===== src/rtl/gbpt_update_queue.sv =====
// GBPT update initiator: buffers resolved branches in a small FIFO, issues one update0 per
// cycle, pairs the update1 response with the issued tag and keeps saturating accuracy counters.
module gbpt_update_queue #(
    parameter int unsigned DEPTH      = 4,
    parameter int unsigned TAG_WIDTH  = 7,
    parameter int unsigned GH_LENGTH  = 8,
    parameter int unsigned ASID_WIDTH = 9
) (
    input  logic                  CLK,
    input  logic                  nRST,
    input  logic                  enq_valid,
    output logic                  enq_ready,
    input  logic [31:0]           enq_start_full_PC,
    input  logic [GH_LENGTH-1:0]  enq_GH,
    input  logic [ASID_WIDTH-1:0] enq_ASID,
    input  logic                  enq_taken,
    input  logic [TAG_WIDTH-1:0]  enq_tag,
    input  logic                  update_hold,
    output logic                  update0_valid,
    output logic [31:0]           update0_start_full_PC,
    output logic [GH_LENGTH-1:0]  update0_GH,
    output logic [ASID_WIDTH-1:0] update0_ASID,
    output logic                  update0_taken,
    input  logic                  update1_correct,
    output logic                  resp_valid,
    output logic [TAG_WIDTH-1:0]  resp_tag,
    output logic                  resp_correct,
    output logic [31:0]           perf_update_count,
    output logic [31:0]           perf_correct_count
);

    localparam int unsigned IDX_W = $clog2(DEPTH);

    typedef struct packed {
        logic [31:0]           pc;
        logic [GH_LENGTH-1:0]  gh;
        logic [ASID_WIDTH-1:0] asid;
        logic                  taken;
        logic [TAG_WIDTH-1:0]  tag;
    } entry_t;

    entry_t                fifo_q [DEPTH];
    logic   [IDX_W:0]      head_q;
    logic   [IDX_W:0]      tail_q;
    logic                  u1_valid_q;
    logic   [TAG_WIDTH-1:0] u1_tag_q;
    logic   [31:0]         upd_cnt_q;
    logic   [31:0]         cor_cnt_q;

    logic   empty;
    logic   full;
    logic   enq_fire;
    entry_t head_entry;
    entry_t enq_entry;

    // Extra wrap bit distinguishes full from empty when the indices match.
    assign empty = (head_q == tail_q);
    assign full  = (head_q[IDX_W-1:0] == tail_q[IDX_W-1:0]) && (head_q[IDX_W] != tail_q[IDX_W]);

    assign enq_ready = !full;
    assign enq_fire  = enq_valid && !full;
    assign enq_entry = '{pc: enq_start_full_PC, gh: enq_GH, asid: enq_ASID,
                         taken: enq_taken, tag: enq_tag};

    assign head_entry            = fifo_q[head_q[IDX_W-1:0]];
    assign update0_valid         = !empty && !update_hold;
    assign update0_start_full_PC = head_entry.pc;
    assign update0_GH            = head_entry.gh;
    assign update0_ASID          = head_entry.asid;
    assign update0_taken         = head_entry.taken;

    assign resp_valid         = u1_valid_q;
    assign resp_tag           = u1_tag_q;
    assign resp_correct       = u1_valid_q && update1_correct;
    assign perf_update_count  = upd_cnt_q;
    assign perf_correct_count = cor_cnt_q;

    always_ff @(posedge CLK) begin
        if (enq_fire) begin
            fifo_q[tail_q[IDX_W-1:0]] <= enq_entry;
        end
    end

    always_ff @(posedge CLK or negedge nRST) begin
        if (!nRST) begin
            head_q     <= '0;
            tail_q     <= '0;
            u1_valid_q <= 1'b0;
            u1_tag_q   <= '0;
            upd_cnt_q  <= '0;
            cor_cnt_q  <= '0;
        end else begin
            if (enq_fire) begin
                tail_q <= tail_q + 1'b1;
            end
            if (update0_valid) begin
                head_q <= head_q + 1'b1;
            end
            u1_valid_q <= update0_valid;
            u1_tag_q   <= head_entry.tag;
            if (resp_valid && (upd_cnt_q != 32'hFFFF_FFFF)) begin
                upd_cnt_q <= upd_cnt_q + 32'd1;
            end
            if (resp_correct && (cor_cnt_q != 32'hFFFF_FFFF)) begin
                cor_cnt_q <= cor_cnt_q + 32'd1;
            end
        end
    end

endmodule


===== config.mk =====
export PLATFORM = sky130hd
export DESIGN_NAME = gbpt_update_queue
export DESIGN_NICKNAME = d
export VERILOG_FILES = /design/src/rtl/gbpt_update_queue.sv
export SDC_FILE = /design/constraint.sdc
export NUM_CORES = 1
export LEC_CHECK = 0
export CORE_MARGIN = 5
export CORE_UTILIZATION = 40
export CTS_BUF_LIST = sky130_fd_sc_hd__clkbuf_8 sky130_fd_sc_hd__clkbuf_16
export DETAILED_ROUTE_END_ITERATION = 16
export GPL_TIMING_DRIVEN = 0
export PLACE_DENSITY = 0.62
export SLEW_MARGIN = 10
export SYNTH_ARGS = -nofsm -noshare
export SYNTH_HDL_FRONTEND = slang
export SYNTH_SLANG_ARGS = --single-unit

===== constraint.sdc =====
create_clock -name CLK -period 6.2 [get_ports CLK]
set_input_delay 1.24 -clock CLK [delete_from_list [all_inputs] [get_ports CLK]]
set_output_delay 1.24 -clock CLK [all_outputs]
set_load 0.02 [all_outputs]

Fig. 1: clock routing
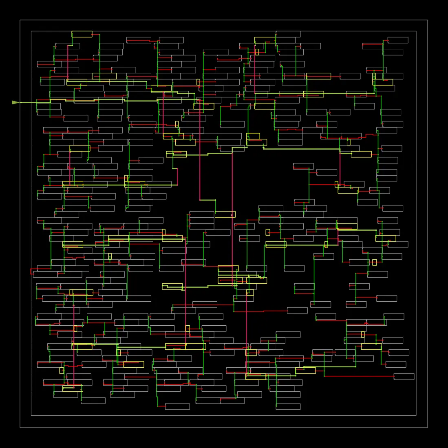
number of sequential storage elements: 306
clk_lat worst skew: 500 ps
Clock group: 1970 µW
clock skew after layout: 12.4 ps

Fig. 2: wires at chosen ports, followed through buffers
(2 px per µm)
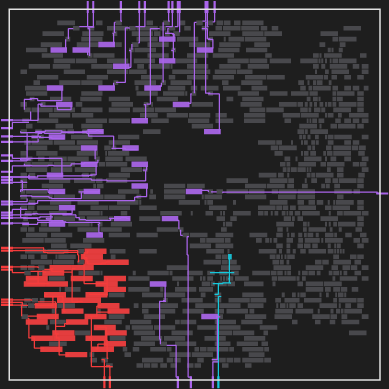
[enq_ASID] red | bits: 9 | direction: input | edge: 7 west, 2 south | end cells: 36 | wire: 489 µm
[update0_start_full_PC] purple | bits: 32 | direction: output | edge: 16 west, 12 north, 3 south, 1 east | end cells: 32 | wire: 1590 µm
[enq_ready] cyan | bits: 1 | direction: output | edge: south | end cells: 1 | wire: 83.7 µm
count of pins on the block boundary: 187
number of port buffers: 186

Fig. 3: metal 2
(2 px per µm) Cells faint in the background.
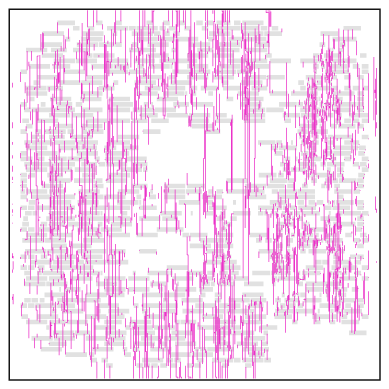
nets with wire on the layer: 866
longest straight run: 61.1 µm
wire length on this layer: 11500 µm
wire length reported by the detailed router: 25000 µm
vias after detailed routing: 6618
global-route track usage on met2: 23.2%

Fig. 4: a small window of the routed layout
Region (128, 128) to (148, 148) µm. Cells in grey, sequential cells in the stronger grey; small squares are vias.
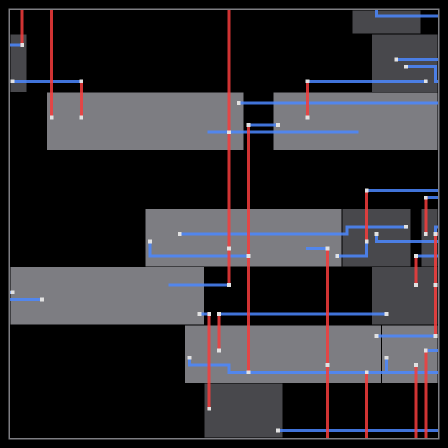
[met2] red
[met1] blue
cells with their middle in the window: 9
sequential cells in the window: 5
netlist names of flops here include: perf_update_count (3), resp_tag (2)
most frequent: dfrtp_1 (5), xnor2_1 (2)

==> flow report <==
=====================================================================================
Final cycle utilization of the critical path                                    75.7%
Final Worst Setup Slack                                                       1510 ps
Share of final-layout standard cells stronger than drive strength 1             20.2%
RSZ-0062 raised after global routing                                            false
Master cell of the clock root buffer                                     sky130_fd_sc_hd__clkbuf_16
Chip area from the yosys synthesis statistics                              0.0122 mm²
Commonest cells after routing, fill and taps aside                       sky130_fd_sc_hd__edfxtp_1 (228), sky130_fd_sc_hd__clkdlybuf4s50_1 (185), sky130_fd_sc_hd__dfrtp_1 (78)
Pin count of the biggest net entering global routing                               55
Portion of synthesized cell area occupied by the leading cell type              56.2%
Critical Path AT                                                              3450 ps
Post-Place Worst Slack                                                        1890 ps
Worst Hold Path EP                                                          tail_q[2]
Chip Footprint                                                             0.0341 mm²
TNS Setup                                                                        0 ps
Register-to-register path setup slack                                         3750 ps
Outcome                                                                     completed
Post-Synth AOI/OAI Area                                                         1.20%
Highest Clock Rate                                                            213 MHz
Routability cong.                                                               0.772
Clock power share                                                               26.7%
Power density normalized to cell area                                      467 mW/mm²
Total gr overflow                                                                   0
Placed cells                                                                     1256
Critical path capture point                                              update0_start_full_PC[24]
Count of routing violations after the opening detailed-route iteration            297
Met2 WL                                                                      11500 µm
Final hold viol count                                                               0
Non-Filler Cell Area, Final                                                0.0158 mm²
Top cell types by occurrence after synthesis                             sky130_fd_sc_hd__edfxtp_1 (228), sky130_fd_sc_hd__dfrtp_1 (78), sky130_fd_sc_hd__mux4_2 (57)
GRT Total Usage                                                                 14.8%
Clock Pin Slew Worst Setup and Hold Paths                                       60 ps
Routed wirelength normalized by instance count                                19.0 µm
CP max FO                                                                          10
Clock period minus worst slack                                                4690 ps
Worst Max-Slew Pin Slew                                                        892 ps
Post-cts resize count                                                               0
Synth-to-Final Area Change                                                      29.5%
Type of destination of the critical path                                 primary output
Top cell type by instance count after synthesis                          sky130_fd_sc_hd__edfxtp_1
Basic Gates by Area                                                             6.60%
CTS sink cnt                                                                      306
Leading register cell type out of synthesis                              sky130_fd_sc_hd__edfxtp_1
Peak supply drop                                                             0.341 mV
Required @ worst endpoint                                                     4960 ps
Antenna-violating nets left                                                         0
HPWL after DPL                                                               16400 µm
Portion of total power attributed to combinational logic                        35.3%
Highest layer used for signal routing                                            met5
Vias per Instance                                                                5.03
P_int                                                                         5180 µW
Launch point of the worst hold path                                         tail_q[2]
Post CTS Setup Buffer Count                                                         0
Sequential fraction of the synthesis area                                       72.2%
Tightest Hold Check Type                                                   reg -> reg
Max-slew violation count                                                            0
Net switching fraction of the power                                             29.7%
Die boundary width                                                             185 µm
Number of nets produced by synthesis                                              738
Most common cell after layout, fill and taps aside                       sky130_fd_sc_hd__edfxtp_1
Maximum buffer depth of the clock tree                                              3
Number of core rows                                                                64
Number of hold buffers added after cts                                              0
Max capacitance violation total                                                     0
Instance count of the mapped netlist                                              669
Clock tree from TritonCTS                                                       built
=====================================================================================
-- through the flow --
stage | utilization [%] | hold WS, ps
4_1_cts | 52.0 | 490
5_1_grt | 52.0 | 508
3_3_place_gp | 47.9 | 475
6_report | 52.0 | 487
3_5_place_dp | 48.4 | 481
2_1_floorplan | - | 460
-- sequential cells by signal, summed over array words and instances (netlist names) --
signal and flops:
perf_update_count 32, resp_valid 1, perf_correct_count 32, head_q 3
resp_tag 7, fifo_q 228, tail_q 3
-- power by group through the flow --
| stage | clock, µW | combinational, µW | sequential, µW |
|---|---|---|---|
| 2_1_floorplan | 0 | 1530 | 2900 |
| 3_3_place_gp | 0 | 2600 | 2880 |
| 3_5_place_dp | 0 | 2660 | 2850 |
| 4_1_cts | 2030 | 2680 | 2810 |
| 5_1_grt | 2120 | 2800 | 2840 |
| 6_report | 1970 | 2600 | 2800 |
-- layout make-up --
type | count | area [µm²] | share of cell area, %
clock buffer | 37 | 915 | 5.79
timing repair buffer | 191 | 1980 | 12.6
buffer | 68 | 454 | 2.88
inverter | 5 | 18.8 | 0.119
tap | 396 | 495 | 3.14
clock inverter | 23 | 189 | 1.20
sequential | 306 | 8800 | 55.7
multi-input combinational | 290 | 2940 | 18.6
-- worst max-delay path, cell delays in order, from the launching register on --
cell	delay, ps
sky130_fd_sc_hd__dfrtp_1	350
sky130_fd_sc_hd__clkbuf_1	330
sky130_fd_sc_hd__clkbuf_1	550
sky130_fd_sc_hd__clkbuf_1	590
sky130_fd_sc_hd__mux4_2	400
sky130_fd_sc_hd__buf_4	140
sky130_fd_sc_hd__clkdlybuf4s50_1	590
Power and IR drop assume default switching activity.
